### src/rtl/alu_seq_param.sv
// Clocked ALU with start handshake, registered results/flags and a WIDTH-cycle
// shift-add unsigned multiplier producing a 2*WIDTH product on {Y_HI,Y}.
module alu_seq_param #(
  parameter int WIDTH = 4
) (
  input  logic             CLK_in,
  input  logic             RST_N_in,
  input  logic             START_in,
  input  logic [WIDTH-1:0] A_in,
  input  logic [WIDTH-1:0] B_in,
  input  logic [2:0]       SEL_in,
  output logic [WIDTH-1:0] Y,
  output logic [WIDTH-1:0] Y_HI,
  output logic             C_FLAG,
  output logic             V_FLAG,
  output logic             Z_FLAG,
  output logic             BUSY,
  output logic             DONE
);

  localparam int CNT_W = $clog2(WIDTH) + 1;
  localparam logic [CNT_W-1:0] CNT_LAST  = CNT_W'(WIDTH - 1);
  localparam logic [WIDTH-1:0] SHAMT_LIM = WIDTH'(WIDTH);

  typedef enum logic {
    ST_IDLE,
    ST_MUL
  } state_t;

  typedef enum logic [2:0] {
    OP_PASS = 3'd0,
    OP_ADD  = 3'd1,
    OP_SUB  = 3'd2,
    OP_AND  = 3'd3,
    OP_OR   = 3'd4,
    OP_XOR  = 3'd5,
    OP_MUL  = 3'd6,
    OP_SHL  = 3'd7
  } op_t;

  state_t               r_state;
  logic [WIDTH-1:0]     r_y;
  logic [WIDTH-1:0]     r_y_hi;
  logic                 r_c;
  logic                 r_v;
  logic                 r_z;
  logic                 r_busy;
  logic                 r_done;
  logic [2*WIDTH-1:0]   r_mcand;
  logic [WIDTH-1:0]     r_mplier;
  logic [2*WIDTH-1:0]   r_acc;
  logic [CNT_W-1:0]     r_cnt;

  op_t                  w_op;
  logic [WIDTH:0]       w_sum;
  logic [WIDTH:0]       w_diff;
  logic [WIDTH-1:0]     w_res;
  logic                 w_c;
  logic                 w_v;
  logic [2*WIDTH-1:0]   w_acc_next;

  assign w_op = op_t'(SEL_in);

  always_comb begin
    w_sum  = {1'b0, A_in} + {1'b0, B_in};
    w_diff = {1'b0, A_in} - {1'b0, B_in};
    w_res  = '0;
    w_c    = 1'b0;
    w_v    = 1'b0;
    case (w_op)
      OP_PASS: w_res = A_in;
      OP_ADD: begin
        w_res = w_sum[WIDTH-1:0];
        w_c   = w_sum[WIDTH];
        w_v   = (A_in[WIDTH-1] == B_in[WIDTH-1]) && (w_sum[WIDTH-1] != A_in[WIDTH-1]);
      end
      OP_SUB: begin
        // The extra top bit of the widened difference is the borrow (A < B).
        w_res = w_diff[WIDTH-1:0];
        w_c   = w_diff[WIDTH];
        w_v   = (A_in[WIDTH-1] != B_in[WIDTH-1]) && (w_diff[WIDTH-1] != A_in[WIDTH-1]);
      end
      OP_AND:  w_res = A_in & B_in;
      OP_OR:   w_res = A_in | B_in;
      OP_XOR:  w_res = A_in ^ B_in;
      OP_SHL:  w_res = (B_in >= SHAMT_LIM) ? '0 : (A_in << B_in);
      default: w_res = '0;
    endcase
  end

  assign w_acc_next = r_acc + (r_mplier[0] ? r_mcand : '0);

  always_ff @(posedge CLK_in or negedge RST_N_in) begin
    if (!RST_N_in) begin
      r_state  <= ST_IDLE;
      r_y      <= '0;
      r_y_hi   <= '0;
      r_c      <= 1'b0;
      r_v      <= 1'b0;
      r_z      <= 1'b0;
      r_busy   <= 1'b0;
      r_done   <= 1'b0;
      r_mcand  <= '0;
      r_mplier <= '0;
      r_acc    <= '0;
      r_cnt    <= '0;
    end else begin
      r_done <= 1'b0;
      case (r_state)
        ST_IDLE: begin
          if (START_in) begin
            if (w_op == OP_MUL) begin
              r_mcand  <= {{WIDTH{1'b0}}, A_in};
              r_mplier <= B_in;
              r_acc    <= '0;
              r_cnt    <= '0;
              r_busy   <= 1'b1;
              r_state  <= ST_MUL;
            end else begin
              r_y    <= w_res;
              r_y_hi <= '0;
              r_c    <= w_c;
              r_v    <= w_v;
              r_z    <= (w_res == '0);
              r_done <= 1'b1;
            end
          end
        end
        ST_MUL: begin
          r_acc    <= w_acc_next;
          r_mcand  <= r_mcand << 1;
          r_mplier <= r_mplier >> 1;
          r_cnt    <= r_cnt + CNT_W'(1);
          // Final iteration publishes the accumulator including this step's partial product.
          if (r_cnt == CNT_LAST) begin
            {r_y_hi, r_y} <= w_acc_next;
            r_c     <= 1'b0;
            r_v     <= 1'b0;
            r_z     <= (w_acc_next == '0);
            r_done  <= 1'b1;
            r_busy  <= 1'b0;
            r_state <= ST_IDLE;
          end
        end
        default: r_state <= ST_IDLE;
      endcase
    end
  end

  assign Y      = r_y;
  assign Y_HI   = r_y_hi;
  assign C_FLAG = r_c;
  assign V_FLAG = r_v;
  assign Z_FLAG = r_z;
  assign BUSY   = r_busy;
  assign DONE   = r_done;

endmodule

### config.mk
export PLATFORM = sky130hd
export DESIGN_NAME = alu_seq_param
export DESIGN_NICKNAME = d
export VERILOG_FILES = /design/src/rtl/alu_seq_param.sv
export SDC_FILE = /design/constraint.sdc
export NUM_CORES = 1
export LEC_CHECK = 0
export CAP_MARGIN = 20
export CORE_AREA = 8 8 78 80
export CTS_BUF_LIST = sky130_fd_sc_hd__clkbuf_4 sky130_fd_sc_hd__clkbuf_8
export CTS_CLUSTER_DIAMETER = 80
export DETAILED_ROUTE_END_ITERATION = 12
export DIE_AREA = 0 0 86 88
export MAX_ROUTING_LAYER = met4
export PLACE_DENSITY = 0.75
export SYNTH_ARGS = -nofsm -noshare
export SYNTH_HDL_FRONTEND = slang
export SYNTH_SLANG_ARGS = --single-unit
### constraint.sdc
create_clock -name CLK_in -period 5.73 [get_ports CLK_in]
set_input_delay 1.146 -clock CLK_in [delete_from_list [all_inputs] [get_ports CLK_in]]
set_output_delay 1.146 -clock CLK_in [all_outputs]
set_load 0.03 [all_outputs]
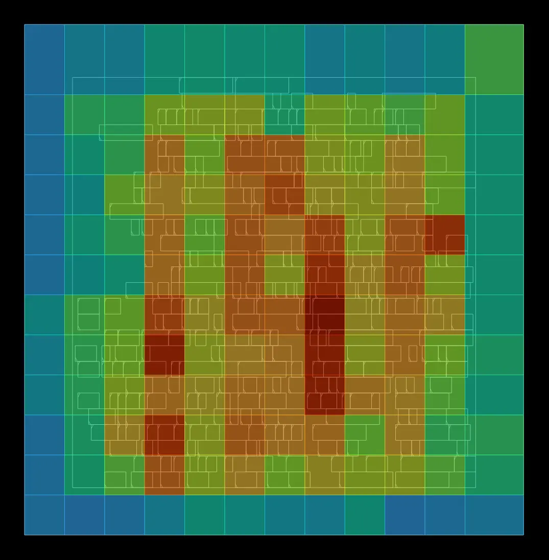
Fig. 1. Track usage over the die.
global routing usage summed across all routing layers: 16.8%
met3 track demand over resource in global routing: 3.10%
GR Layer Usage met1: 21.4%
most utilized layer in the global route result: met2
average wire per cell in the routed design: 14.9 µm

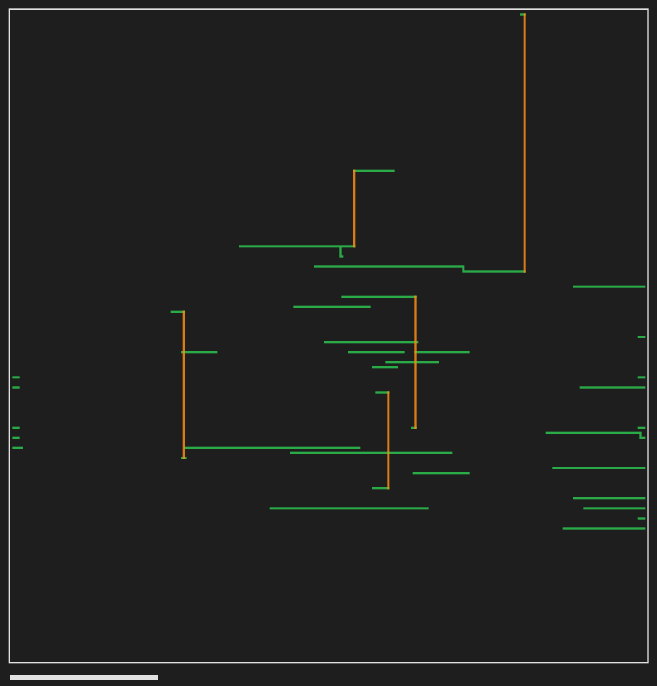
Fig. 2. Wiring by layer.
Bar = 20 µm. Only two layers are drawn.
[green] metal 3 | wire length: 272 µm
[orange] metal 4 | wire length: 95.2 µm

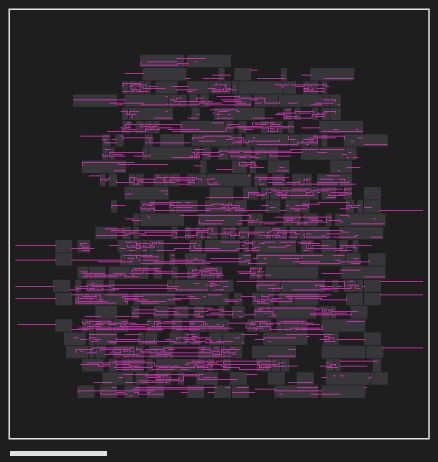
Fig. 3. M1 wires.
Bar = 20 µm. Cells faint in the background.
longest straight run: 31.7 µm
share of all routed wire: 46%
wire length on this layer: 2660 µm
nets with wire on the layer: 308
main direction: horizontal

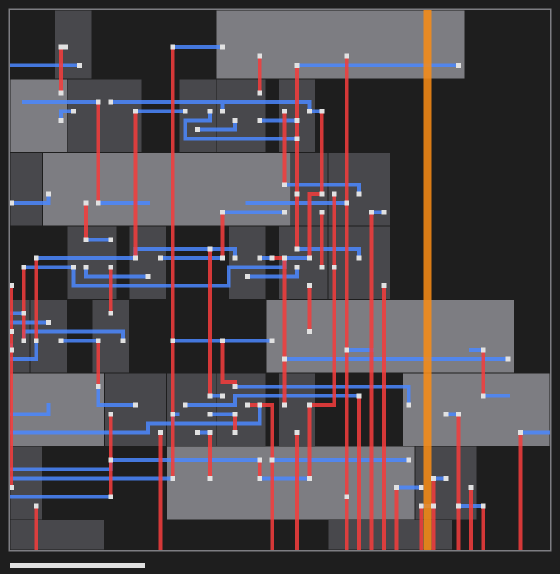
Fig. 4. A small window of the routed layout.
Bar = 5 µm. Region (54, 56) to (74, 76) µm. Cells in grey, sequential cells in the stronger grey; small squares are vias.
[blue] metal 1
[red] metal 2
[orange] metal 4
sequential cells in the window: 5
most frequent: nand2_1 (9), dfrtp_1 (5)
cells with their middle in the window: 26
netlist names of flops here include: r_mcand (3)

## cells by family after synthesis
family                     synth area share (%)
buffers and inverters                      5.44
and+or+nand+nor                            19.6
DFF                                        36.3
adders and majority gates                  12.7
AOI/OAI and AO/OA                          19.2
xor gates and xnor gates                   3.09
muxes                                      3.73
## final cells by class
class | instances | area, µm² | share of cell area, %
clock inverters | 1 | 30.0 | 1.02
clock buffers | 7 | 90.1 | 3.05
repair buffers | 27 | 263 | 8.88
inverters | 20 | 75.1 | 2.54
flip-flops and latches | 37 | 926 | 31.3
multi-input cells | 224 | 1490 | 50.3
well taps | 70 | 87.6 | 2.96
==> results.md <==
| Result | Reported |
|---|---|
| Minimum setup slack after placement | 2.00 ns |
| Critical Path, Cell by Cell | clkdlybuf4s50_1 > inv_1 > ha_1 > inv_1 > fa_1 > a221o_1 > nor4_2 > nand4_1 > o31ai_1 > a31o_1 |
| Instance count along the most critical hold path | 2 |
| Total combinational power | 0.000482 W |
| Reg-to-reg slack, setup | 3.18 ns |
| Switching power | 0.000447 W |
| Final setup violating endpoints | 0 |
| Count of filler cells inserted in the layout | 422 |
| Largest cells by area after synthesis | sky130_fd_sc_hd__dfrtp_1 (36%), sky130_fd_sc_hd__ha_1 (10%), sky130_fd_sc_hd__nand2_1 (6.6%) |
| Detailed Route WL | 5.75 mm |
| Met3 layer wire length in the routed design | 271 µm |
| Hold_ws | 0.479 ns |
| Final hold violation count | 0 |
| Clock tree from TritonCTS | done |
| Hold Crit Endpoint | Y_HI[3] |
| Nets | 353 |
| Ports | 27 |
| Share of total power consumed by net switching | 39.3% |
| Worst setup path endpoint | Z_FLAG |
| Slew @ Worst Pin | 1.01 ns |
| EDFF count, synth | 0 |
| Max-slew headroom at the worst pin | 32.5% |
| Top logic cells by instance count in the layout | sky130_fd_sc_hd__nand2_1 (45), sky130_fd_sc_hd__dfrtp_1 (37), sky130_fd_sc_hd__o21ai_0 (28) |
| Chip area in the Yosys report | 2550 µm² |
| Logic pwr share | 42.4% |
| Layout Skew | 0.00926 ns |
| Clk. pwr | 0.000239 W |
| Dominant cell by count in the synthesized netlist | sky130_fd_sc_hd__nand2_1 |
| Master of the slowest instance on the critical path | sky130_fd_sc_hd__clkdlybuf4s50_1 |
| Worst Setup Start Kind | input port |
| Synthesized area | 2550 µm² |
| Area of the die | 7570 µm² |
| Post-cts gate resize count | 0 |
| Unrepaired setup endpoints after global routing | false |
| Cell seen most often among critical-path stages | sky130_fd_sc_hd__inv_1 |
| Reg2Reg Launch Point | r_mplier[0] |
| TritonCTS sink count | 37 |
| Synth async-reset ratio | 100% |
| Post-layout period usage | 60.2% |
| Area growth syn-to-layout | 15.9% |
| TNS Setup | 0 ns |
| Die boundary width | 86 µm |
| Sequential group power | 0.000416 W |
| Worst reg-to-reg path cell count | 9 |
| Cell Int Power | 0.000691 W |
| Syn avg cell area | 8.65 µm² |
| Max power group | combinational cells |
| Placed instance area | 2840 µm² |
| Run status | complete, no violations |
| Core Util at FP | 51.9% |
| Synth Instances | 295 |
| WL met1 | 2.66 mm |
| Uppermost metal layer occupied by signal nets | met4 |
| Power density relative to cell area | 385 nW/µm² |
| Number of CTS-inserted buffers | 5 |
| Slew Limit Fails | 0 |
| Crit path setup slack, layout | 2.28 ns |
| Sum of net half-perimeters after detailed placement | 4.36 mm |
| Required time of the critical path | 5.96 ns |
| Gp weighted congestion | 0.888 |
| Via count of the first global-routing pass | 2034 |
| Most instantiated logic cell after routing | sky130_fd_sc_hd__nand2_1 |
| Critical Path AT | 3.67 ns |
| Post-synthesis cell count from yosys | 295 |
| Count of inserted antenna diode cells | 0 |
| Kind of critical path | in2reg |
| Upper clock frequency limit | 290 MHz |
| # Post-CTS Setup Buffers | 0 |
| Overflow left after global routing | 0 |
| Post-route DRC | 0 |
| Register share after synthesis | 36.3% |
| Chip Height | 88 µm |
| Worst setup startpoint | A_in[0] |
| Hold-fix buffer count after cts | 0 |
| Clock slew at the register clock pins of the worst setup and hold paths | 0.07 ns |
| Area share of the leading cell type in the synthesized netlist | 36.3% |
| Delay of the slowest cell on the worst path | 0.58 ns |
| Core footprint | 4910 µm² |
| Number of nets with antenna violations after routing | 0 |
| Vias post-DR | 2111 |
| Site row count | 26 |
| Sequential cell fraction of total power | 36.6% |
| Synth area leader | sky130_fd_sc_hd__dfrtp_1 |
| Tightest Hold Check Type | reg2reg |
| Inst Count DP | 378 |
| Clk pwr share | 21.0% |
| Proportion of layout cells with a drive suffix above 1 | 6.33% |
| Number of warnings issued by yosys | 0 |
| Static Leakage | 1.37 nW |
| Type of destination of the critical path | register |
| Antenna violations before repair | 0 |
No activity file was given, so power comes from the tool's default toggle rates.
